run_1/density.png
The die is cut into 8 by 9 equal tiles; white is low, dark blue is high, 0 to 100% covered.
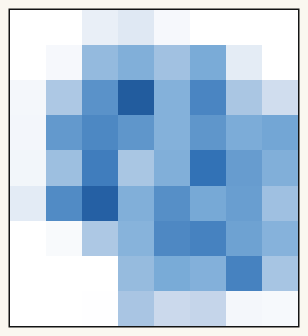
run_1/final_placement.png
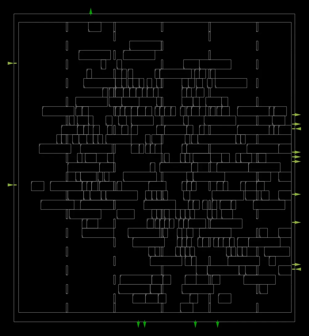
run_1/registers.png
The bar under the picture is 20 um long. Other sequential cells in the stronger gray, the rest of the logic in the fainter gray.
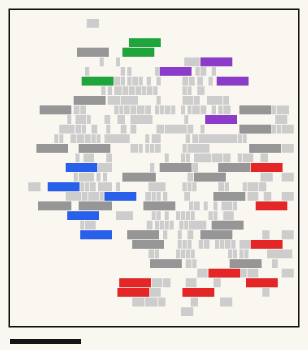
<file path="src/rtl/uart_rx_core_if.sv">
// Receive-word handshake between uart_rx_core (master) and its consumer (slave).
interface uart_rx_core_if #(
    parameter int unsigned DATA_BITS = 8
);
    logic [DATA_BITS-1:0] rx_data;
    logic                 rx_valid;
    logic                 rx_ready;
    logic                 frame_err;
    logic                 parity_err;
    logic                 overrun;

    modport master (
        output rx_data, rx_valid, frame_err, parity_err, overrun,
        input  rx_ready
    );

    modport slave (
        input  rx_data, rx_valid, frame_err, parity_err, overrun,
        output rx_ready
    );
endinterface

</file>
<file path="src/rtl/uart_rx_core.sv">
// Oversampling UART receiver: 5..9 data bits, optional parity, 1/2 stop bits,
// words delivered over a valid/ready handshake with frame/parity/overrun flags.
module uart_rx_core #(
    parameter int unsigned DATA_BITS  = 8,
    parameter int unsigned OVERSAMPLE = 16,
    parameter int unsigned DIV        = 27,
    parameter int unsigned PARITY_EN  = 0,
    parameter int unsigned PARITY_ODD = 0,
    parameter int unsigned STOP_BITS  = 1
) (
    input  logic             clk,
    input  logic             rst,
    input  logic             rxsdi,
    output logic             busy,
    uart_rx_core_if.master   rx_if
);
    localparam int unsigned DIV_W = (DIV > 1) ? $clog2(DIV) : 1;
    localparam int unsigned PH_W  = $clog2(OVERSAMPLE);
    localparam int unsigned BC_W  = 4;

    typedef enum logic [2:0] {IDLE, START, DATA, PARITY, STOP, BREAK} state_t;

    state_t               state, state_nxt;
    logic                 sync_q1, rx_s, rx_prev;
    logic [DIV_W-1:0]     div_cnt;
    logic [PH_W-1:0]      phase;
    logic [BC_W-1:0]      bit_cnt;
    logic [DATA_BITS-1:0] shreg;
    logic                 par_flag, frm_flag;
    logic [DATA_BITS-1:0] data_q;
    logic                 valid_q, ferr_q, perr_q, ovr_q;

    logic fall_c, tick_c, mid_c, last_data_c, last_stop_c, frm_now_c, accept_c;
    logic shift_c, par_chk_c, stop_chk_c, word_done_c, clr_frame_c;

    // Two-stage synchroniser plus edge-detect history, all idling high
    always_ff @(posedge clk or negedge rst) begin
        if (!rst) begin
            sync_q1 <= 1'b1;
            rx_s    <= 1'b1;
            rx_prev <= 1'b1;
        end else begin
            sync_q1 <= rxsdi;
            rx_s    <= sync_q1;
            rx_prev <= rx_s;
        end
    end

    assign fall_c      = rx_prev & ~rx_s;
    assign tick_c      = (div_cnt == DIV_W'(DIV - 1));
    assign mid_c       = tick_c && (phase == ((state == START) ? PH_W'(OVERSAMPLE/2 - 1)
                                                               : PH_W'(OVERSAMPLE - 1)));
    assign last_data_c = (bit_cnt == BC_W'(DATA_BITS - 1));
    assign last_stop_c = (bit_cnt == BC_W'(STOP_BITS - 1));
    assign frm_now_c   = frm_flag | ~rx_s;
    assign accept_c    = valid_q & rx_if.rx_ready;

    always_ff @(posedge clk or negedge rst) begin
        if (!rst) state <= IDLE;
        else      state <= state_nxt;
    end

    always_comb begin
        state_nxt = state;
        case (state)
            IDLE:   if (fall_c) state_nxt = START;
            START:  if (mid_c)  state_nxt = rx_s ? IDLE : DATA;
            DATA:   if (mid_c && last_data_c) state_nxt = (PARITY_EN != 0) ? PARITY : STOP;
            PARITY: if (mid_c)  state_nxt = STOP;
            // A low final stop sample means the line is still low: park in BREAK
            STOP:   if (mid_c && last_stop_c) state_nxt = rx_s ? IDLE : BREAK;
            BREAK:  if (rx_s)   state_nxt = IDLE;
            default: state_nxt = IDLE;
        endcase
    end

    always_comb begin
        shift_c     = 1'b0;
        par_chk_c   = 1'b0;
        stop_chk_c  = 1'b0;
        word_done_c = 1'b0;
        clr_frame_c = 1'b0;
        case (state)
            IDLE:   clr_frame_c = 1'b1;
            DATA:   shift_c     = mid_c;
            PARITY: par_chk_c   = mid_c;
            STOP: begin
                stop_chk_c  = mid_c;
                word_done_c = mid_c && last_stop_c;
            end
            default: ;
        endcase
    end

    // Baud divider and bit-phase counters, parked at zero outside a frame
    always_ff @(posedge clk or negedge rst) begin
        if (!rst) begin
            div_cnt <= '0;
            phase   <= '0;
        end else if (state == IDLE || state == BREAK) begin
            div_cnt <= '0;
            phase   <= '0;
        end else if (tick_c) begin
            div_cnt <= '0;
            if ((state == START && mid_c) || phase == PH_W'(OVERSAMPLE - 1)) phase <= '0;
            else                                                             phase <= phase + 1'b1;
        end else begin
            div_cnt <= div_cnt + 1'b1;
        end
    end

    always_ff @(posedge clk or negedge rst) begin
        if (!rst) begin
            bit_cnt  <= '0;
            shreg    <= '0;
            par_flag <= 1'b0;
            frm_flag <= 1'b0;
        end else if (clr_frame_c) begin
            bit_cnt  <= '0;
            par_flag <= 1'b0;
            frm_flag <= 1'b0;
        end else begin
            if (shift_c) begin
                shreg   <= {rx_s, shreg[DATA_BITS-1:1]};
                bit_cnt <= last_data_c ? '0 : bit_cnt + 1'b1;
            end
            if (par_chk_c)            par_flag <= rx_s ^ (^shreg) ^ 1'(PARITY_ODD);
            if (stop_chk_c)           bit_cnt  <= bit_cnt + 1'b1;
            if (stop_chk_c && !rx_s)  frm_flag <= 1'b1;
        end
    end

    // Output holding register: a completed word loads only if the slot is free or draining
    always_ff @(posedge clk or negedge rst) begin
        if (!rst) begin
            data_q  <= '0;
            valid_q <= 1'b0;
            ferr_q  <= 1'b0;
            perr_q  <= 1'b0;
            ovr_q   <= 1'b0;
            busy    <= 1'b0;
        end else begin
            ovr_q <= 1'b0;
            busy  <= (state_nxt != IDLE);
            if (word_done_c && (!valid_q || accept_c)) begin
                data_q  <= shreg;
                ferr_q  <= frm_now_c;
                perr_q  <= par_flag;
                valid_q <= 1'b1;
            end else begin
                if (word_done_c) ovr_q   <= 1'b1;
                if (accept_c)    valid_q <= 1'b0;
            end
        end
    end

    assign rx_if.rx_data    = data_q;
    assign rx_if.rx_valid   = valid_q;
    assign rx_if.frame_err  = ferr_q;
    assign rx_if.parity_err = perr_q;
    assign rx_if.overrun    = ovr_q;
endmodule
</file>
<file path="src/flat_wrapper.sv">
// flat-port wrapper written by rule: the top's interface ports become plain ports
module uart_rx_core_flat 
#(
    parameter int unsigned DATA_BITS  = 8,
    parameter int unsigned OVERSAMPLE = 16,
    parameter int unsigned DIV        = 27,
    parameter int unsigned PARITY_EN  = 0,
    parameter int unsigned PARITY_ODD = 0,
    parameter int unsigned STOP_BITS  = 1
)
  (clk, rst, rxsdi, busy, rx_if_rx_data, rx_if_rx_valid, rx_if_frame_err, rx_if_parity_err, rx_if_overrun, rx_if_rx_ready);
  uart_rx_core_if #(.DATA_BITS(DATA_BITS)) rx_if_i ();
  input  logic clk;
  input  logic rst;
  input  logic rxsdi;
  output logic busy;
  output wire logic [$bits(rx_if_i.rx_data)-1:0] rx_if_rx_data;
  output wire logic [$bits(rx_if_i.rx_valid)-1:0] rx_if_rx_valid;
  output wire logic [$bits(rx_if_i.frame_err)-1:0] rx_if_frame_err;
  output wire logic [$bits(rx_if_i.parity_err)-1:0] rx_if_parity_err;
  output wire logic [$bits(rx_if_i.overrun)-1:0] rx_if_overrun;
  input wire logic [$bits(rx_if_i.rx_ready)-1:0] rx_if_rx_ready;
  assign rx_if_rx_data = rx_if_i.rx_data;
  assign rx_if_rx_valid = rx_if_i.rx_valid;
  assign rx_if_frame_err = rx_if_i.frame_err;
  assign rx_if_parity_err = rx_if_i.parity_err;
  assign rx_if_overrun = rx_if_i.overrun;
  assign rx_if_i.rx_ready = rx_if_rx_ready;
  uart_rx_core #(.DATA_BITS(DATA_BITS), .OVERSAMPLE(OVERSAMPLE), .DIV(DIV), .PARITY_EN(PARITY_EN), .PARITY_ODD(PARITY_ODD), .STOP_BITS(STOP_BITS)) u_core (.clk(clk), .rst(rst), .rxsdi(rxsdi), .busy(busy), .rx_if(rx_if_i));
endmodule
</file>
<file path="config.mk">
export PLATFORM = sky130hd
export DESIGN_NAME = uart_rx_core_flat
export DESIGN_NICKNAME = d
export VERILOG_FILES = /design/src/rtl/uart_rx_core_if.sv /design/src/rtl/uart_rx_core.sv /design/src/flat_wrapper.sv
export SDC_FILE = /design/constraint.sdc
export NUM_CORES = 1
export LEC_CHECK = 0
export ABC_AREA = 1
export CAP_MARGIN = 15
export CORE_ASPECT_RATIO = 1.1
export CORE_UTILIZATION = 31
export CTS_CLUSTER_DIAMETER = 150
export DETAILED_ROUTE_END_ITERATION = 12
export MAX_ROUTING_LAYER = met4
export SLEW_MARGIN = 10
export SYNTH_ARGS = -nofsm -noshare
export SYNTH_HDL_FRONTEND = slang
export SYNTH_SLANG_ARGS = --single-unit
</file>
<file path="constraint.sdc">
create_clock -name clk -period 2.1 [get_ports clk]
set_input_delay 0.42 -clock clk [delete_from_list [all_inputs] [get_ports clk]]
set_output_delay 0.42 -clock clk [all_outputs]
set_load 0.03 [all_outputs]
</file>
==> run notes, run 1 <==
Physical implementation.

- The flow ran to the end, and the final reports show no timing, DRC or antenna violations.
- The met3 capacity usage during global routing is 3.37%.
- The worst slack at placement is 0.293 ns.
- The register-to-register path setup slack is 0.29 ns.
- The proportion of synthesized chip area in sequential cells is 48.9%.
- The cell area after synthesis is 2160 um2.
- The worst-case clock skew is 0.00729 ns.
- The top achievable clock speed is 0.554 GHz.
- In the layout the commonest cells are sky130_fd_sc_hd__nand2_1, sky130_fd_sc_hd__dfrtp_1, sky130_fd_sc_hd__inv_1.
- The critical path endpoint is u_core.rx_if.rx_data[2].
- The final RePlAce weighted congestion is 0.795.
- The die footprint is 7300 um2.
- Per the power-grid run, VDD falls by no more than 0.307 mV.
- In the synthesized netlist the dominant register cell turns out to be sky130_fd_sc_hd__dfrtp_1.
- The detailed-routed wire length on met3 is 116 um.
- The layout-stage area growth over the synthesis result is 16.6%.
- All stages included, the depth of the critical timing path comes to 11.
- The mean routed wirelength per cell is 10.2 um.
- The warning tally printed by Yosys for this design is 0.
- The cell area after layout is 2520 um2.
- CTS added clock buffers totalling 5.
- The mean instance size in the synthesized netlist is 8.70 um2.
- The later-pin clock latency in the skew report is 0.30 ns.
- Per the synthesis report, the single largest cell type by area occupies 45.2% of cell area.
- The total wire length is 3610 um.
- The horizontal die dimension is 81.5 um.
- Setup repair after global routing left no endpoint under its margin.
Back to the opening pictures, density.png:
nearly empty tiles: 19%
tiles over 75% full: 2.8%
mean over tiles: 33%
Core Region: 6670 um2
Floorplan Utilization: 32.3%
fraction of the core area covered by cells at the end of the flow: 37.7%

Back to the opening pictures, final_placement.png:
Core Rows: 31
sequential share of cell area: 41.9%
fin cells: 352

Back to the opening pictures, registers.png:
| name in the netlist | color | flops |
|---|---|---|
| u_core.div_cnt | blue | 5 |
| u_core.rx_if.rx_data | red | 8 |
| u_core.bit_cnt | purple | 4 |
| u_core.state | green | 3 |
sequential group power: 932 uW
storage element area: 1050 um2

[run 1: cells by family (layout without fill, tap and decap cells)]
family	after synthesis	after routing	share of synthesized area [%]
AND-OR/OR-AND	29	29	8.58
AND/OR/NAND/NOR	131	131	30.0
flip-flops	42	42	48.9
XOR/XNOR	7	7	2.84
adder cells (fa/ha/maj)	5	5	2.90
buffers and inverters	34	56	6.73
[run 1: where the power goes]
group	leakage [nW]	total, mW	internal (mW)	switching, mW
Sequential	0.562	0.932	0.873	0.0589
Combinational	0.582	0.224	0.0905	0.133
Clock	0.0579	0.632	0.350	0.282
Total	1.20	1.79	1.31	0.473
## Run 2: what changed since run 1
- CELL_PAD_IN_SITES_DETAIL_PLACEMENT: not set -> 2
- CELL_PAD_IN_SITES_GLOBAL_PLACEMENT: not set -> 2
- CORE_UTILIZATION: 31 -> 35
- PLACE_DENSITY_LB_ADDON: not set -> 0.2
==> run notes, run 2 <==
Physical implementation.

- The flow ran to the end, and the final reports show no timing, DRC or antenna violations.
- The final cell count without fillers came to 348 (-1.1%).
- The number of buffers added by the clock tree synthesis step is 5 (unchanged).
- The share of power burned in registers is 54.4% (+2.3 points).
- The total wire length was 4950 um (+37%).
- The register-to-register path setup slack is 0.23 ns (-0.06 ns).
- In this run the worst setup path terminates at u_core.rx_if.rx_data[6].
- The final RePlAce weighted congestion was 0.743 (-6.6%).
- The top achievable clock speed is 0.536 GHz (-3.3%).
- The core outline area is 5840 um2 (-12%).
- The met3 capacity usage during global routing is 3.91% (+0.55 points).
- The most common logic cells in the final layout are sky130_fd_sc_hd__nand2_1, sky130_fd_sc_hd__dfrtp_1, sky130_fd_sc_hd__inv_1.
- The starting density of the core is 36.9% (+4.6 points).
- The power share of the combinational group is 13.8% (+1.3 points).
- The worst IR drop on VDD was 0.222 mV (-28%).
- The mean instance size in the synthesized netlist is 8.70 um2 (unchanged).
- The area occupied by registers is 1050 um2 (unchanged).
- The share of total power in the clock network came to 31.8% (-3.5 points).
- The die footprint is 6480 um2 (-11%).
- The logic depth of the worst setup path including buffers is 11 (unchanged).
- The warning count from the yosys run was 0 (unchanged).
- The mean routed wirelength per cell is 14.2 um (+39%).
- The proportion of synthesized chip area in sequential cells came to 48.9% (unchanged).
- The main flop type is sky130_fd_sc_hd__dfrtp_1.
- The placement row count came to 29 (-6.5%).
- Setup repair after global routing left no endpoint under its margin.
==> run 2: logic make-up (layout without fill, tap and decap cells) <==
| logic type | count (synthesis) | after routing | share of synthesized area (%) |
|---|---|---|---|
| AND/OR/NAND/NOR | 131 | 131 | 30.0 |
| flip-flops | 42 | 42 | 48.9 |
| buffers and inverters | 34 | 57 | 6.73 |
| AND-OR/OR-AND | 29 | 29 | 8.58 |
| XOR/XNOR | 7 | 7 | 2.84 |
| adder cells (fa/ha/maj) | 5 | 5 | 2.90 |
==> run 2: stage by stage <==
step / utilization, % / setup slack [ns] / hold WS, ns
final: 42.8 / 0.233 / 0.0870
after global routing: 42.8 / 0.0747 / 0.123
after CTS: 42.8 / 0.189 / 0.105
after detailed placement: 41.2 / 0.215 / 0.357
after global placement: 41.2 / 0.300 / 0.353
after floorplan: - / 0.544 / 0.124
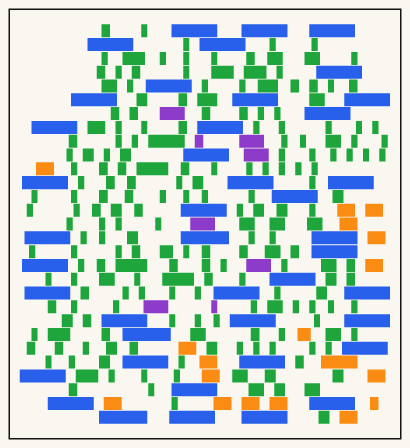
run_2/cell_classes.png
| class | color | cells | share of their area |
|---|---|---|---|
| flip-flops | blue | 42 | 44% |
| all other logic | green | 203 | 45% |
| clock drivers and dummy loads | purple | 8 | 3.8% |
| other buffers and delay cells | orange | 18 | 7.6% |

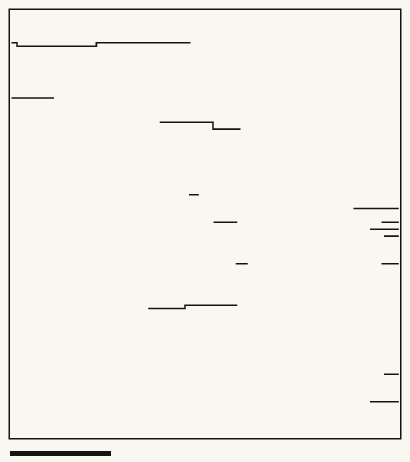
run_2/met3.png
The bar under the picture is 20 um long.
main direction: horizontal
wire length on this layer: 118 um
nets with wire on the layer: 10
longest straight run: 18.4 um
share of all routed wire: 2.4%

No activity file was given, so power comes from the tool's default toggle rates.
